`config.mk`:
```
export PLATFORM = sky130hd
export DESIGN_NAME = serial_adder_ctrl
export DESIGN_NICKNAME = d
export VERILOG_FILES = /design/src/rtl/serial_adder_ctrl.sv
export SDC_FILE = /design/constraint.sdc
export NUM_CORES = 1
export LEC_CHECK = 0
export CAP_MARGIN = 20
export CELL_PAD_IN_SITES_DETAIL_PLACEMENT = 0
export CELL_PAD_IN_SITES_GLOBAL_PLACEMENT = 1
export CORE_ASPECT_RATIO = 0.7
export CORE_UTILIZATION = 38
export CTS_CLUSTER_DIAMETER = 40
export DETAILED_ROUTE_END_ITERATION = 10
export GPL_ROUTABILITY_DRIVEN = 0
export HOLD_SLACK_MARGIN = 0.06
export PLACE_DENSITY_LB_ADDON = 0.1
export SLEW_MARGIN = 20
export SYNTH_ARGS = -nofsm -noshare
export SYNTH_HDL_FRONTEND = slang
export SYNTH_SLANG_ARGS = --single-unit
```
`constraint.sdc`:
```
create_clock -name clk -period 2.87 [get_ports clk]
set_input_delay 0.4305 -clock clk [delete_from_list [all_inputs] [get_ports clk]]
set_output_delay 0.4305 -clock clk [all_outputs]
set_load 0.1 [all_outputs]
```
`src/rtl/serial_adder_ctrl.sv`:
```
// Bit-serial adder/subtractor: one full_adder cell reused LSB-first over WIDTH clocks,
// with valid/ready handshakes on the operand and result sides.
module serial_adder_ctrl #(
  parameter int unsigned WIDTH = 8
) (
  input  logic             clk,
  input  logic             rst_n,
  input  logic             in_valid,
  output logic             in_ready,
  input  logic [WIDTH-1:0] in_a,
  input  logic [WIDTH-1:0] in_b,
  input  logic             in_ci,
  input  logic             in_sub,
  output logic             out_valid,
  input  logic             out_ready,
  output logic [WIDTH-1:0] out_sum,
  output logic             out_co,
  output logic             out_ovf
);

  localparam int unsigned     CNT_W    = (WIDTH > 1) ? $clog2(WIDTH) : 1;
  localparam logic [CNT_W-1:0] CNT_LAST = CNT_W'(WIDTH - 1);
  localparam logic [CNT_W-1:0] CNT_PRE  = CNT_W'(WIDTH - 2);

  typedef enum logic [1:0] {
    IDLE = 2'd0,
    RUN  = 2'd1,
    DONE = 2'd2
  } state_e;

  state_e             state_q;
  logic [WIDTH-1:0]   a_q;
  logic [WIDTH-1:0]   b_q;
  logic [WIDTH-1:0]   res_q;
  logic               cy_q;
  logic               msb_cin_q;
  logic [CNT_W-1:0]   cnt_q;
  logic               in_ready_q;
  logic               out_valid_q;
  logic [WIDTH-1:0]   out_sum_q;
  logic               out_co_q;
  logic               out_ovf_q;

  logic [1:0]         rst_sync_q;
  logic               rst_int_n;
  logic               fa_s;
  logic               fa_co;

  // Assert asynchronously, release after two clean edges.
  always_ff @(posedge clk or negedge rst_n) begin
    if (!rst_n) begin
      rst_sync_q <= 2'b00;
    end else begin
      rst_sync_q <= {rst_sync_q[0], 1'b1};
    end
  end

  assign rst_int_n = rst_sync_q[1];

  full_adder u_fa (
    .a  (a_q[0]),
    .b  (b_q[0]),
    .ci (cy_q),
    .s  (fa_s),
    .co (fa_co)
  );

  // Sequencer: load on accept, shift one bit per RUN cycle, publish in DONE.
  always_ff @(posedge clk or negedge rst_int_n) begin
    if (!rst_int_n) begin
      state_q     <= IDLE;
      a_q         <= '0;
      b_q         <= '0;
      res_q       <= '0;
      cy_q        <= 1'b0;
      msb_cin_q   <= 1'b0;
      cnt_q       <= '0;
      in_ready_q  <= 1'b0;
      out_valid_q <= 1'b0;
      out_sum_q   <= '0;
      out_co_q    <= 1'b0;
      out_ovf_q   <= 1'b0;
    end else begin
      case (state_q)
        IDLE: begin
          if (in_valid && in_ready_q) begin
            a_q        <= in_a;
            b_q        <= in_sub ? ~in_b : in_b;
            cy_q       <= in_sub ? 1'b1 : in_ci;
            cnt_q      <= '0;
            in_ready_q <= 1'b0;
            state_q    <= RUN;
          end else begin
            in_ready_q <= 1'b1;
          end
        end

        RUN: begin
          a_q   <= a_q >> 1;
          b_q   <= b_q >> 1;
          res_q <= {fa_s, res_q[WIDTH-1:1]};
          cy_q  <= fa_co;
          cnt_q <= cnt_q + CNT_W'(1);
          // Carry leaving bit WIDTH-2 is the carry into the MSB.
          if (cnt_q == CNT_PRE) begin
            msb_cin_q <= fa_co;
          end
          if (cnt_q == CNT_LAST) begin
            out_sum_q   <= {fa_s, res_q[WIDTH-1:1]};
            out_co_q    <= fa_co;
            out_ovf_q   <= msb_cin_q ^ fa_co;
            out_valid_q <= 1'b1;
            state_q     <= DONE;
          end
        end

        DONE: begin
          if (out_ready) begin
            out_valid_q <= 1'b0;
            in_ready_q  <= 1'b1;
            state_q     <= IDLE;
          end
        end

        default: begin
          state_q <= IDLE;
        end
      endcase
    end
  end

  assign in_ready  = in_ready_q;
  assign out_valid = out_valid_q;
  assign out_sum   = out_sum_q;
  assign out_co    = out_co_q;
  assign out_ovf   = out_ovf_q;

endmodule

// Generic library one-bit full adder cell.
module full_adder (
  input  logic a,
  input  logic b,
  input  logic ci,
  output logic s,
  output logic co
);

  assign s  = a ^ b ^ ci;
  assign co = (a & b) | (a & ci) | (b & ci);

endmodule

```
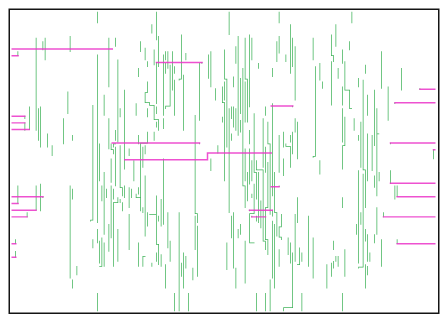
Fig. 1. Metal layers overlaid.
Only two layers are drawn.
- magenta: M3 (wire length 173 um)
- green: M2 (wire length 1,620 um)

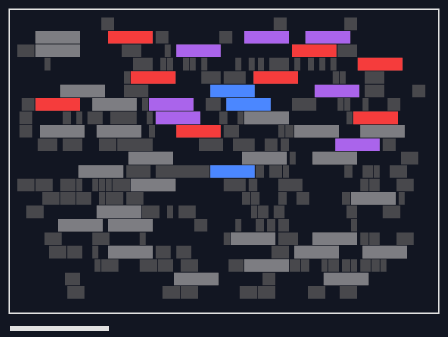
Fig. 2. Sequential cells grouped by signal name.
Scale bar: 20 um.
- purple: `res_q` (placed flops 7)
- red: `out_sum` (placed flops 8)
- blue: `cnt_q` (placed flops 3)

==> power groups by stage <==
stage               Sequential [W]  Combinational, W  Clock [W]
floorplan                  0.00159          0.000634          0
detailed placement         0.00107           0.00141          0
CTS                        0.00107           0.00142   0.000478
finish                     0.00107           0.00140   0.000461
global placement           0.00106           0.00138          0
global route               0.00110           0.00152   0.000501
==> worst max-delay path, stage by stage, from the launching register on <==
cell	delay, ns
dfrtp_1	0.42
ha_1	0.21
ha_1	0.21
nand3b_1	0.48
mux2_2	0.41
==> registers in the layout, summed over array words and instances, names as in the netlist, 2 cells and up <==
register / count
cnt_q: 3
b_q: 8
rst_sync_q: 2
out_sum: 8
res_q: 7
a_q: 8
state_q: 2
==> out/results.tsv <==
stage	metric	value	unit
yosys	aoi share	12.6	%
timing	max-slew violations	0	
cts	Root Buffer Master	clkbuf_8	
route	WL/cell	13.6	um
global_routing	first-pass GRT wire length	5930	um
cts	clock slew at reported path FFs	0.09	ns
yosys	Main synth FF type	dfrtp_1	
layout	share of layout cells above drive strength 1	16.7	%
layout	clkbuf count	6	
power	Flop pwr share	36.4	%
route	wire length on met3	172	um
layout	Area-dominant class	flip-flops and latches	
cts	cts repair resizes	0	
yosys	most frequent cells after synthesis	dfrtp_1, nand2_1, a21oi_1, nor2_1, inv_1	
die	standard-cell row count	21	
worst_hold_path	Worst Hold Class	flop to asynchronous set/reset pin	
critical_path	Crit. End Element	flop	
timing	clk_skew	0.0127	ns
layout	sequential share of cell area	47.3	%
critical_path	WS Path Type	flop to flop	
route	top sig layer	met4	
route	WL met1	1800	um
layout	Register Area	1100	sq um
global_routing	largest net degree at the start of global routing	30	
layout	antenna fix cells	0	
power	leakage power figure	1.10	nW
layout	logic area	674	sq um
power	Pint	0.00158	W
yosys	Top-area cell share	57.7	%
layout	Final Instance Area	2330	sq um
yosys	area fraction in xor and xnor cells	4.13	%
power	Comb pwr share	47.9	%
critical_path	WP data required	3.05	ns
route	WL met2	1620	um
route	Routed WL	3620	um
global_routing	gr ovfl total	0	
timing	Tcrit/Tclk final	64.2	%
cts	cts hold-fix bufs	0	
route	Final ANT Viol Nets	0	
cts	clk_lat worst skew	0.29	ns
timing	Fmax achieved	543	MHz
critical_path	crit path DAT	2.02	ns
critical_path	Worst R2R Setup Slack	1.03	ns
yosys	Post-Syn Area	1910	sq um
route	Via density	4.81	
layout	most frequent cells in the layout	dfrtp_1, nand2_1, clkdlybuf4s50_1	
cts	TritonCTS clock tree	done	
layout	Logic inverters	11	
critical_path	CP max FO	12	
yosys	Gate Count Post-Synth	165	
timing	min setup slack post-route	1.03	ns
yosys	Dominant comb cell	AND-OR/OR-AND gates	
yosys	sequential cell area fraction in the yosys report	57.7	%
timing	slew margin rel.	48.6	%
die	core area	4810	sq um
placement	pre-CTS setup slack	0.773	ns
layout	multi-input gate count	100	
route	via count	1283	
yosys	top cells, area	dfrtp_1, mux2_2, nand2_1	
die	Floorplan Utilization	39.7	%
layout	Finished Layout Cells	267	
critical_path	reg2reg path depth	4	
layout	Commonest Layout Cell	dfrtp_1	
global_routing	met1 usage	20.6	%
critical_path	worst r2r src	cnt_q[0]$_DFFE_PN0P_	
placement	Post-Place Cells	259	
critical_path	RR Endpoint	out_sum[4]$_DFFE_PN0P_	
yosys	Ys Warns	0	
yosys	Yosys chip area	1910	sq um
yosys	fraction of registers with async set/reset	100	%
die	Ports	34	
layout	area grow syn2layout	21.9	%
critical_path	crit start category	flop	
timing	Hold Fails Final Rpt	0	
yosys	area fraction in full adders, half adders and majority gates	3.02	%
die	tap cell count	69	
global_routing	met3 usage	4.16	%
timing	Worst-Margin Slew	0.767	ns
layout	flip-flops	44	
global_routing	gr usage total	15.1	%
run	OpenROAD warning count	27	
layout	fill count	439	
layout	Final nets	223	
cts	CTS buffer count	5	
placement	Final HPWL DP	2440	um
timing	worst hold slack	0.216	ns
cts	Setup Fix Bufs, Post-CTS	0	
critical_path	critical path capture point	out_sum[4]$_DFFE_PN0P_	
placement	Buffers on Ports	33	
route	TritonRoute pass-1 iters	4	
yosys	net count after synthesis	191	
route	Iter 0 DRT Violations	117	
cts	Clock Tree Buf Depth	2	
global_routing	antenna violations before repair	0	
critical_path	launch point of the worst path	cnt_q[0]$_DFFE_PN0P_	
global_routing	vias in the first global route	1271	
power	Sw Share	46.1	%
die	Die ar.	5310	sq um
layout	non-clk buf share	13.6	%
layout	Comb area share	29.0	%
placement	Area after DPL	2220	sq um
yosys	Distinct lib cells used	31	
timing	RSZ-0062 raised after global routing	false	
timing	setup TNS	0	ns
yosys	Post-synth regs	44	
run_status	status	finished clean	
yosys	Yosys top cell by instances	dfrtp_1	
cts	H-tree levels	2	
yosys	yosys cell count	165	
Power is estimated from default activity; no workload was simulated.
